### The metal 1 layer, run 1

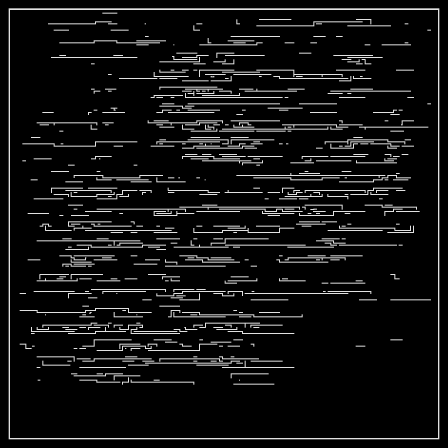
### Signal wires on met2, run 1

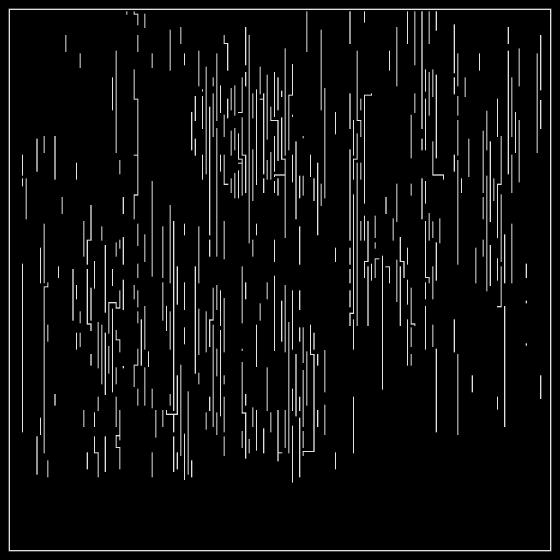
### Signal wires on met3, run 1

Scale bar: 20 um. Cells faint in the background.
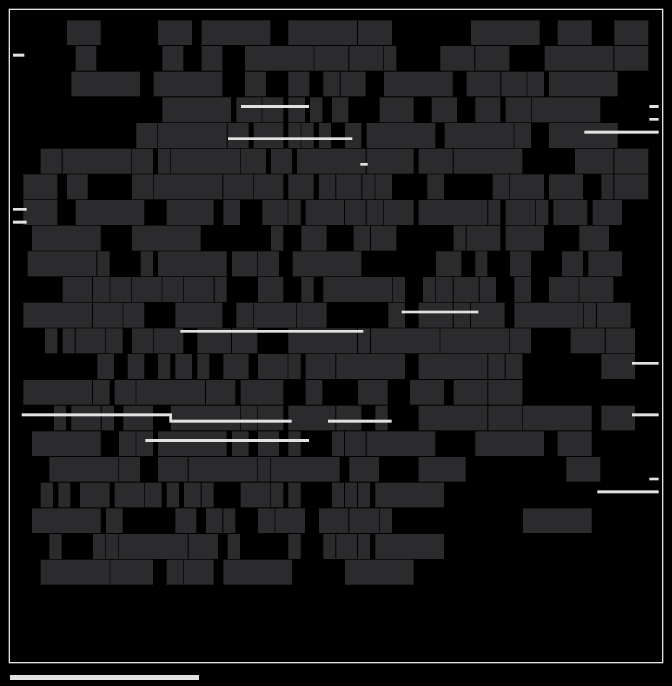
$ cat src/rtl/car_light_pkg.sv
// Shared types and constants for the car light sequencer.
// Lamp encodings are active-low {R,G,B}.
package car_light_pkg;

  typedef enum logic [1:0] {
    IDLE,
    LEFT,
    RIGHT,
    HAZARD
  } state_t;

  typedef struct packed {
    logic l;
    logic r;
    logic hz;
    logic brk;
  } req_t;

  localparam logic [2:0] RGB_OFF   = 3'b111;
  localparam logic [2:0] RGB_WHITE = 3'b000;
  localparam logic [2:0] RGB_RED   = 3'b011;

  function automatic state_t pick_state(
    input req_t rq
  );
    if (rq.hz || (rq.l && rq.r))
      return HAZARD;
    else if (rq.l)
      return LEFT;
    else if (rq.r)
      return RIGHT;
    else
      return IDLE;
  endfunction

endpackage

$ cat src/rtl/car_light_seq_step_tick.sv
// Free-running step divider with restart.
// tick is high for the last count of each period.
module step_tick
  #(parameter int STEP_DIV = 6000000)
  (
    input  logic clk,
    input  logic rst,
    input  logic restart,
    output logic tick
  );

  localparam int CW =
    (STEP_DIV > 1) ? $clog2(STEP_DIV) : 1;
  localparam logic [CW-1:0] LAST =
    CW'(STEP_DIV - 1);

  logic [CW-1:0] cnt;

  // count 0..STEP_DIV-1, cleared on restart
  always_ff @(posedge clk) begin
    if (rst || restart)
      cnt <= '0;
    else if (cnt == LAST)
      cnt <= '0;
    else
      cnt <= cnt + CW'(1);
  end

  assign tick = (cnt == LAST) && !restart;

endmodule

$ cat src/rtl/car_light_seq.sv
// Turn/hazard/brake light sequencer.
// Inputs synchronised, all outputs registered.
module car_light_seq
  import car_light_pkg::*;
  #(
    parameter int N_LED       = 8,
    parameter int SEG_LEN     = 4,
    parameter int STEP_DIV    = 6000000,
    parameter int BLINK_STEPS = 2
  )
  (
    input  logic             clk,
    input  logic             rst,
    input  logic             en_l,
    input  logic             en_r,
    input  logic             hazard,
    input  logic             brake,
    output logic [2:0]       rgb_led_1_n,
    output logic [2:0]       rgb_led_2_n,
    output logic [N_LED-1:0] status_led_n
  );

  localparam int BW =
    (BLINK_STEPS > 1) ? $clog2(BLINK_STEPS) : 1;
  localparam logic [BW-1:0] BLAST =
    BW'(BLINK_STEPS - 1);

  localparam logic [N_LED-1:0] L_INIT =
    {{(N_LED-SEG_LEN){1'b0}}, {SEG_LEN{1'b1}}};
  localparam logic [N_LED-1:0] R_INIT =
    {{SEG_LEN{1'b1}}, {(N_LED-SEG_LEN){1'b0}}};

  req_t raw;
  req_t s1;
  req_t s2;

  state_t state;
  state_t state_n;
  state_t target;

  logic [N_LED-1:0] pat;
  logic [N_LED-1:0] pat_n;
  logic             phase;
  logic             phase_n;
  logic [BW-1:0]    bcnt;
  logic [BW-1:0]    bcnt_n;

  logic             restart;
  logic             tick;

  logic [N_LED-1:0] lit;
  logic             l_on;
  logic             r_on;
  logic [2:0]       rgb1_d;
  logic [2:0]       rgb2_d;

  assign raw = '{l: en_l, r: en_r,
                 hz: hazard, brk: brake};

  // two-flop input synchroniser
  always_ff @(posedge clk) begin
    if (rst) begin
      s1 <= '0;
      s2 <= '0;
    end else begin
      s1 <= raw;
      s2 <= s1;
    end
  end

  assign target  = pick_state(s2);
  assign restart = (target != state);

  step_tick #(.STEP_DIV(STEP_DIV)) u_tick (
    .clk     (clk),
    .rst     (rst),
    .restart (restart),
    .tick    (tick)
  );

  // state, pattern and blink registers
  always_ff @(posedge clk) begin
    if (rst) begin
      state <= IDLE;
      pat   <= '0;
      phase <= 1'b1;
      bcnt  <= '0;
    end else begin
      state <= state_n;
      pat   <= pat_n;
      phase <= phase_n;
      bcnt  <= bcnt_n;
    end
  end

  // next state, entry reloads and per-step updates
  always_comb begin
    state_n = target;
    pat_n   = pat;
    phase_n = phase;
    bcnt_n  = bcnt;
    if (restart) begin
      phase_n = 1'b1;
      bcnt_n  = '0;
      unique case (target)
        IDLE:   pat_n = '0;
        LEFT:   pat_n = L_INIT;
        RIGHT:  pat_n = R_INIT;
        HAZARD: pat_n = '1;
      endcase
    end else if (tick) begin
      unique case (state)
        IDLE:   pat_n = '0;
        LEFT:   pat_n = {pat[N_LED-2:0],
                         pat[N_LED-1]};
        RIGHT:  pat_n = {pat[0],
                         pat[N_LED-1:1]};
        HAZARD: pat_n = ~pat;
      endcase
      if (bcnt == BLAST) begin
        bcnt_n  = '0;
        phase_n = ~phase;
      end else begin
        bcnt_n = bcnt + BW'(1);
      end
    end
  end

  // output decode from the upcoming state
  always_comb begin
    lit = pat_n;
    if (state_n == IDLE)
      lit = s2.brk ? '1 : '0;
    l_on = phase_n &&
           (state_n == LEFT || state_n == HAZARD);
    r_on = phase_n &&
           (state_n == RIGHT || state_n == HAZARD);
    rgb1_d = s2.brk ? RGB_RED : RGB_OFF;
    rgb2_d = s2.brk ? RGB_RED : RGB_OFF;
    if (l_on)
      rgb1_d = RGB_WHITE;
    if (r_on)
      rgb2_d = RGB_WHITE;
  end

  // registered, active-low outputs
  always_ff @(posedge clk) begin
    if (rst) begin
      status_led_n <= '1;
      rgb_led_1_n  <= RGB_OFF;
      rgb_led_2_n  <= RGB_OFF;
    end else begin
      status_led_n <= ~lit;
      rgb_led_1_n  <= rgb1_d;
      rgb_led_2_n  <= rgb2_d;
    end
  end

endmodule

$ cat config.mk
export PLATFORM = sky130hd
export DESIGN_NAME = car_light_seq
export DESIGN_NICKNAME = d
export VERILOG_FILES = /design/src/rtl/car_light_pkg.sv /design/src/rtl/car_light_seq_step_tick.sv /design/src/rtl/car_light_seq.sv
export SDC_FILE = /design/constraint.sdc
export NUM_CORES = 1
export LEC_CHECK = 0
export CORE_UTILIZATION = 52
export DETAILED_ROUTE_END_ITERATION = 16
export PLACE_DENSITY = 0.81
export SLEW_MARGIN = 0
export SYNTH_ARGS = -nofsm -noshare
export SYNTH_HDL_FRONTEND = slang
export SYNTH_SLANG_ARGS = --single-unit
$ cat constraint.sdc
create_clock -name clk -period 2.8 [get_ports clk]
set_input_delay 0.56 -clock clk [delete_from_list [all_inputs] [get_ports clk]]
set_output_delay 0.56 -clock clk [all_outputs]
set_load 0.05 [all_outputs]
==> run notes, run 1 <==
impl run done, here's what came out: setup slack of the worst register-to-register path=450 ps, count of nets after finishing=277, overall fraction of global-route tracks in use=18.0%, Pins Over Slew Limit=0, worst hold path stage count=1, placer's final routability congestion estimate=0.771, Post-synth regs=55, count of maximum capacitance violations=0, syn avg cell area=9.35 sq um, end of the worst register-to-register path=u_tick.cnt[22], horizontal die dimension=69.0 um, capturing instance or port of the critical path=u_tick.cnt[22], Achievable Freq=426 MHz, largest net degree at the start of global routing=18, total non-filler cell area in the finished layout=0.00265 sq mm, yosys warning tally=0, slew at the pin closest to its max-slew limit=746 ps, cell area after placement=0.00257 sq mm, power density normalized to cell area=534 mW/mm^2, status=complete, no violations, number of nets with antenna violations after detailed routing=0, clock-pin slew reported for the worst setup and hold paths after clock tree synthesis=90 ps, final hold violation count=0, share of the cycle needed by the critical path after routing=83.8%, nature of the critical path startpoint=flip-flop, maximum buffer depth of the clock tree=2, Row Count=24, sum of negative setup slack=0 ps, TritonCTS clock tree=done, worst-path maximum fanout=17, Worst Setup Slack post-DPL=512 ps, via count of the first global-routing pass=1610, overflow left after global routing=0, per-cell routed wire length=12.3 um, cell family with the largest share of critical-path delay=AND-OR/OR-AND gates, post-CTS setup repair buffer count=0, count of unique library cells instantiated by Yosys=38, hold wc startpoint=s1[2], total clock sinks=55, most frequently placed logic cell in the final layout=sky130_fd_sc_hd__dfxtp_1, CP endpoint kind=flip-flop, drt initial violations=90, Clock Tree Root=sky130_fd_sc_hd__clkbuf_8, post-detailed-route via-to-cell ratio=5.36, placed wire-length estimate after detailed placement=2860 um, H-tree Lvls=2, core outline area=0.00432 sq mm, net count after synthesis=257, count of tool warnings=26, part of the Yosys area used for sequential elements=47.1%, path class of the lowest-slack min-delay path=flip-flop to flip-flop, capture endpoint of the worst hold path=s2[2], Arrival @ worst endpoint=2530 ps, worst slew margin relative to its limit=50.1%, height of the die=69.0 um, share of final-layout standard cells stronger than drive strength 1=8.86%, number of port buffers=19, post-layout worst setup margin=453 ps, number of setup violations in the final report=0, critical path launch point=state[1], top logic cells by instance count in the layout=55 x sky130_fd_sc_hd__dfxtp_1, 33 x sky130_fd_sc_hd__nor2_1, 19 x sky130_fd_sc_hd__xor2_1, 19 x sky130_fd_sc_hd__clkdlybuf4s50_1, 17 x sky130_fd_sc_hd__nand3_1, unrepaired setup endpoints after global routing=no, CTS hold repair buffers=0, number of search-and-repair iterations in the first detailed-routing pass=4, Buf+Inv Stages, Crit Path=1, total cells reported by yosys after synthesis=250, floorplan-stage core utilization=54.1%, most frequently used flop master after synthesis=sky130_fd_sc_hd__dfxtp_1, clk latency late pin=300 ps, I/O pin count=20, detailed-route DRC error count=0, post-cts repair resize count=0, required time at the endpoint of the critical path=2980 ps, CTS buffer count=5, worst r2r src=state[1], type of the worst setup path=flip-flop to flip-flop, Post-Synthesis Cells=250, crit-path cells=nor3_1, o221a_2, o21bai_1, nand2b_1, buf_4, nor2_1, number of enable flip-flop cells=0, Worst Reg2Reg Path Length in Cells=6, Max IR drop VDD=0.000311 V, area of the die=0.00477 sq mm, area figure in the yosys stat output=0.00234 sq mm, Fin Clk Skew=11.2 ps, number of gates on the worst path with buffers counted=6, global-route wire length before repair=7050 um, Static Leak=1.06 nW, shortest period the worst path allows=2350 ps, number of antenna violations at the first check in global routing=0, Layout area overhead=13.5%, antenna diode count=0, delay of the slowest critical-path stage=730 ps, master of the slowest instance on the critical path=sky130_fd_sc_hd__dfxtp_1, core occupancy in the finished layout=61.4%, mapped cell area=0.00234 sq mm, fraction of synthesis flops using an asynchronous set or reset pin=0%
About 'The metal 1 layer':
The wires run mostly horizontal. The layer carries 2040 um of wire. The longest straight run is 23.9 um.
overall routed net length: 3990 um
count of vias placed by the detailed router: 1730
grt met1 use: 23.7%

About 'Signal wires on met2':
The wires run mostly vertical. The layer holds 44% of the routed length.
met2 track demand over resource in global routing: 28.0%

About 'Signal wires on met3':
The wires run mostly horizontal. The layer carries 124 um of wire.
met3 Usage GRT: 4.09%

==> run 1: worst register-to-register path: stages (launching register included) <==
cell and delay, ps:
sky130_fd_sc_hd__dfxtp_1 730, sky130_fd_sc_hd__nor3_1 130, sky130_fd_sc_hd__o221a_2 280, sky130_fd_sc_hd__o21bai_1 600
sky130_fd_sc_hd__nand2b_1 220, sky130_fd_sc_hd__buf_4 210, sky130_fd_sc_hd__nor2_1 70
==> run 1: layer usage <==
metal	global-route usage [%]	part of all wire, %
met1	23.7	51
met2	28.0	44
met3	4.09	3.1
met4	8.62	1.4
met5	0	0
==> run 1: layout make-up <==
| type | instances | area [sq um] |
|---|---|---|
| Multi-Input combinational cell | 179 | 1160 |
| Clock buffer | 7 | 76.3 |
| Sequential cell | 55 | 1100 |
| Inverter | 5 | 18.8 |
| Tap cell | 52 | 65.1 |
| Fill cell | 379 | 1670 |
| Timing Repair Buffer | 24 | 228 |
| Clock inverter | 1 | 5.00 |
==> run 1: report_power, final <==
group,internal [W],switching (W),total [W]
registers,0.000812,0.0000217,0.000833
clock network,0.000176,0.000229,0.000405
logic,0.0000702,0.000109,0.000179
total,0.00106,0.000359,0.00142
==> run 1: cells by family (layout without fill, tap and decap cells) <==
logic type,after synthesis,after routing,share of synthesized area [%]
buffers and inverters,16,37,3.27
and+or+nand+nor,102,102,22.6
adders and majority gates,1,1,0.535
xor gates and xnor gates,24,24,8.99
muxes,13,13,5.67
DFF,55,55,47.1
AOI/OAI and AO/OA,39,39,11.8
==> run 1: synthesized netlist by cell type, types with 4 or more instances <==
cell / number / area share, %
sky130_fd_sc_hd__a21o_1: 6 / 1.9
sky130_fd_sc_hd__a22o_1: 6 / 2.2
sky130_fd_sc_hd__and3_1: 5 / 1.3
sky130_fd_sc_hd__buf_4: 4 / 1.3
sky130_fd_sc_hd__clkbuf_1: 6 / 0.96
sky130_fd_sc_hd__dfxtp_1: 55 / 47
sky130_fd_sc_hd__inv_1: 5 / 0.80
sky130_fd_sc_hd__mux2i_1: 11 / 4.7
sky130_fd_sc_hd__nand2_1: 11 / 1.8
sky130_fd_sc_hd__nand3_1: 17 / 3.6
sky130_fd_sc_hd__nand4_1: 4 / 1.1
sky130_fd_sc_hd__nor2_1: 33 / 5.3
sky130_fd_sc_hd__nor2b_1: 12 / 3.2
sky130_fd_sc_hd__nor3_1: 4 / 0.86
sky130_fd_sc_hd__o21ai_0: 14 / 3.0
sky130_fd_sc_hd__o21ba_2: 4 / 1.7
sky130_fd_sc_hd__xnor2_1: 5 / 1.9
sky130_fd_sc_hd__xor2_1: 19 / 7.1
==> run 1: per-stage QoR <==
stage / total power (W) / cells / hold WS (ps)
floorplan: 0.000977 / 250 / 414
global placement: 0.00103 / 315 / 418
detailed placement: 0.00103 / 315 / 426
CTS: 0.00143 / 323 / 446
global route: 0.00148 / 323 / 459
finish: 0.00142 / 323 / 440
==> run 1: registers in the layout, indices dropped and copies added (netlist names) <==
register,count
u_tick.cnt,23
pat,8
status_led_n,8
s1,4
s2,4
rgb_led_1_n,2
rgb_led_2_n,2
state,2
bcnt,1
phase,1
## Run 2: what changed since run 1
Settings changed: CORE_UTILIZATION 52 to 51, PLACE_DENSITY 0.81 to 0.82.
Clock period 2.8 ns to 1.9 ns, I/O delays scaled along.
### Met4 routing, run 2

Scale bar: 20 um.
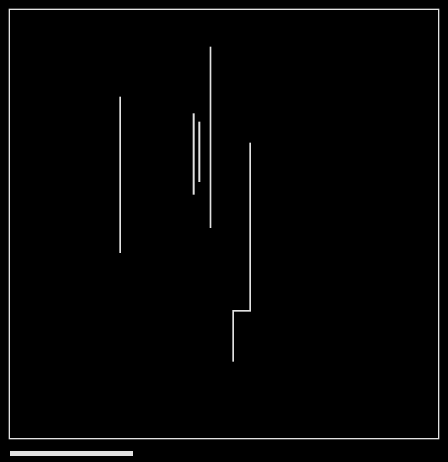
The longest straight run is 29.2 um. The layer carries 115 um of wire. The wires run mostly vertical. 4 nets have wire on it.
count of vias placed by the detailed router: 1861
overall routed net length: 4760 um

==> run 2 against run 1 <==
Against the previous run:
- the flow now finishes with violations (negative setup slack)
- sequential share of layout area decreased by 3.7 points
- register-to-register slack got worse by 550 ps
- critical path depth unchanged
- cell area increased by 9.7%
- maximum frequency increased by 17%
- first-iteration DRC count decreased by 6.7%
- clock skew about the same
- power increased by 55%
- sequential power increased by 46%
- global-route usage increased by 1.8 points
- cell count increased by 4.3%
- combinational power increased by 75%
- critical endpoint is now status_led_n[5]
- highest routed layer unchanged
==> run notes, run 2 <==
impl run done, here's what came out: status=finished with violations, violated checks=negative setup slack, horizontal die dimension=69.7 um (+0.95%), net count after synthesis=257 (unchanged), number of search-and-repair iterations in the first detailed-routing pass=4 (unchanged), total chip power=0.00220 W (+55%), path class of the lowest-slack min-delay path=flip-flop to flip-flop, slew at the pin closest to its max-slew limit=487 ps (-259 ps), area figure in the yosys stat output=0.00234 sq mm (unchanged), nature of the critical path startpoint=flip-flop, largest area contributor in the synthesized netlist=sky130_fd_sc_hd__dfxtp_1, number of setup violations in the final report=39 (+39), grt met1 use=25.8% (+2.2 points), fraction of power consumed by the clock network=30.1% (+1.5 points), antenna diode count=0 (unchanged), count of nets after finishing=291 (+5.1%), switching power of the nets=0.000607 W (+69%), Fin Clk Skew=11.1 ps (-0.135 ps), top-count cell post-synth=sky130_fd_sc_hd__dfxtp_1, Static Leak=1.13 nW (+7.1%), Arrival @ worst endpoint=2210 ps (-320 ps), number of antenna violations at the first check in global routing=0 (unchanged), Achievable Freq=500 MHz (+17%), core occupancy in the finished layout=66.4% (+5.0 points), area of the die=0.00486 sq mm (+1.9%), TritonCTS clock tree=done, unrepaired setup endpoints after global routing=yes, number of enable flip-flop cells=0 (unchanged), worst r2r src=u_tick.cnt[9], clk latency late pin=320 ps (+20 ps), number of port buffers=19 (unchanged), post-detailed-route via-to-cell ratio=5.52 (+3.1%), fraction of synthesis flops using an asynchronous set or reset pin=0% (unchanged), floorplan-stage core utilization=53.3% (-0.74 points), CP endpoint kind=flip-flop, Post-Synthesis Cells=250 (unchanged), drt initial violations=84 (-6.7%), per-cell routed wire length=14.1 um (+15%), Clock Tree Root=sky130_fd_sc_hd__clkbuf_8, Biggest register=u_tick.cnt, count of unique library cells instantiated by Yosys=38 (unchanged), total clock sinks=55 (unchanged), met2 track demand over resource in global routing=31.7% (+3.7 points), maximum buffer depth of the clock tree=2 (unchanged), largest registers=u_tick.cnt: 23 flops, pat: 8 flops, status_led_n: 8 flops, Synth top cells by count=55 x sky130_fd_sc_hd__dfxtp_1, 33 x sky130_fd_sc_hd__nor2_1, 19 x sky130_fd_sc_hd__xor2_1, required time at the endpoint of the critical path=2110 ps (-870 ps), share of the cycle needed by the critical path after routing=105% (+22 points), Layout area overhead=24.6%, height of the die=69.7 um (+0.95%), most frequently placed logic cell in the final layout=sky130_fd_sc_hd__dfxtp_1, H-tree Lvls=2 (unchanged), Row Count=24 (unchanged), Pins Over Slew Limit=0 (unchanged), most utilized layer in the global route result=met2, I/O pin count=20 (unchanged), total non-filler cell area in the finished layout=0.00291 sq mm (+9.7%), total cells reported by yosys after synthesis=250 (unchanged), cell area after placement=0.00268 sq mm (+4.3%), Post-synth regs=55 (unchanged), worst slew margin relative to its limit=67.2% (+17 points), final hold violation count=0 (unchanged), Synth area leaders=sky130_fd_sc_hd__dfxtp_1 47%, sky130_fd_sc_hd__xor2_1 7.1%, sky130_fd_sc_hd__nor2_1 5.3%, Max IR drop VDD=0.000506 V (+63%), type of the worst setup path=flip-flop to flip-flop, shortest period the worst path allows=2000 ps (-345 ps), placer's final routability congestion estimate=0.860 (+12%), detailed-route DRC error count=0 (unchanged), syn avg cell area=9.35 sq um (unchanged), clock-pin slew reported for the worst setup and hold paths after clock tree synthesis=100 ps (about the same), placed wire-length estimate after detailed placement=3210 um (+12%), share of final-layout standard cells stronger than drive strength 1=18.2% (+9.4 points), count of maximum capacitance violations=0 (unchanged), overflow left after global routing=0 (unchanged), post-CTS setup repair buffer count=0 (unchanged), via count of the first global-routing pass=1689 (+4.9%), hold wc startpoint=s1[3], yosys warning tally=0 (unchanged), core outline area=0.00438 sq mm (+1.4%), max reg flops=23 (unchanged), mapped cell area=0.00234 sq mm (unchanged), number of nets with antenna violations after detailed routing=0 (unchanged), post-layout worst setup margin=-101 ps (-555 ps), register share of total power=55.7% (-3.1 points), critical path launch point=u_tick.cnt[9], sum of negative setup slack=-1590 ps (-1590 ps), most frequently used flop master after synthesis=sky130_fd_sc_hd__dfxtp_1, CTS hold repair buffers=0 (unchanged), net switching fraction of the power=27.6% (+2.2 points), combinational share of power=14.2% (+1.6 points), global-route wire length before repair=7580 um (+7.4%), Top-area cell share=47.1% (unchanged), met3 Usage GRT=3.49% (-0.61 points), CTS buffer count=5 (unchanged), overall fraction of global-route tracks in use=19.8% (+1.8 points), fill cell total of the finished layout=340 (-10%), worst-path maximum fanout=10 (-7), power density normalized to cell area=756 mW/mm^2 (+42%), part of the Yosys area used for sequential elements=47.1% (unchanged)
==> run 2: cells by family after synthesis <==
| group | share of synthesized area (%) |
|---|---|
| buf+inv | 3.27 |
| mux | 5.67 |
| simple gates | 22.6 |
| compound gates | 11.8 |
| fa+ha+maj | 0.535 |
| flops | 47.1 |
| xor+xnor | 8.99 |
==> run 2: power groups by stage <==
stage	sequential (W)	combinational, W	clock [W]
floorplan	0.00131	0.000125	0
global placement	0.00125	0.000284	0
CTS	0.00122	0.000289	0.000680
detailed placement	0.00125	0.000287	0
global route	0.00123	0.000333	0.000722
finish	0.00122	0.000313	0.000662
==> run 2: worst paths after layout <==
| check | endpoint | slack (ps) | depth (start not counted) |
|---|---|---|---|
| setup / recovery | status_led_n[5] | -100 | 6 |
| hold / removal | s2[3] | 450 | 1 |
| setup reg to reg | status_led_n[5] | -100 | 6 |
| hold reg to reg | s2[3] | 450 | 1 |
==> run 2: layout make-up <==
cell class              count  area (sq um)  share of cell area [%]
well taps                  52          65.1                    2.23
inverters                   5          18.8                   0.645
repair buffers             38           367                    12.6
clock inverters             3          23.8                   0.817
flip-flops and latches     55          1100                    37.8
clock buffers               5          68.8                    2.36
multi-input cells         179          1270                    43.5
==> run 2: metrics by stage <==
stage | hold WS, ps | cells | setup WS (ps)
floorplan | 414 | 250 | -50.6
global placement | 418 | 328 | -17.6
finish | 450 | 337 | -101
global route | 461 | 337 | -142
detailed placement | 426 | 328 | -92.4
CTS | 451 | 336 | -38.0
==> run 2: timing repair <==
item / CTS / global route
setup endpoints to repair: 44 / 44
gates resized: 4 / 18
pin swaps: 0 / 1
hold endpoints to repair: 0 / 0
cloned: 0 / 1
==> run 2: layer usage <==
metal,vias up,wire length [um]
met5,-,0
met4,0,114
met3,11,195
met2,57,2270
met1,861,2180
li1,932,-
==> run 2: critical path, stage by stage (launching register included) <==
cell	delay (ps)
sky130_fd_sc_hd__dfxtp_1	320
sky130_fd_sc_hd__or4_4	540
sky130_fd_sc_hd__nor4_4	280
sky130_fd_sc_hd__nand3_1	150
sky130_fd_sc_hd__buf_6	200
sky130_fd_sc_hd__mux2i_4	200
sky130_fd_sc_hd__o21ba_2	200
Power is estimated from default activity; no workload was simulated.
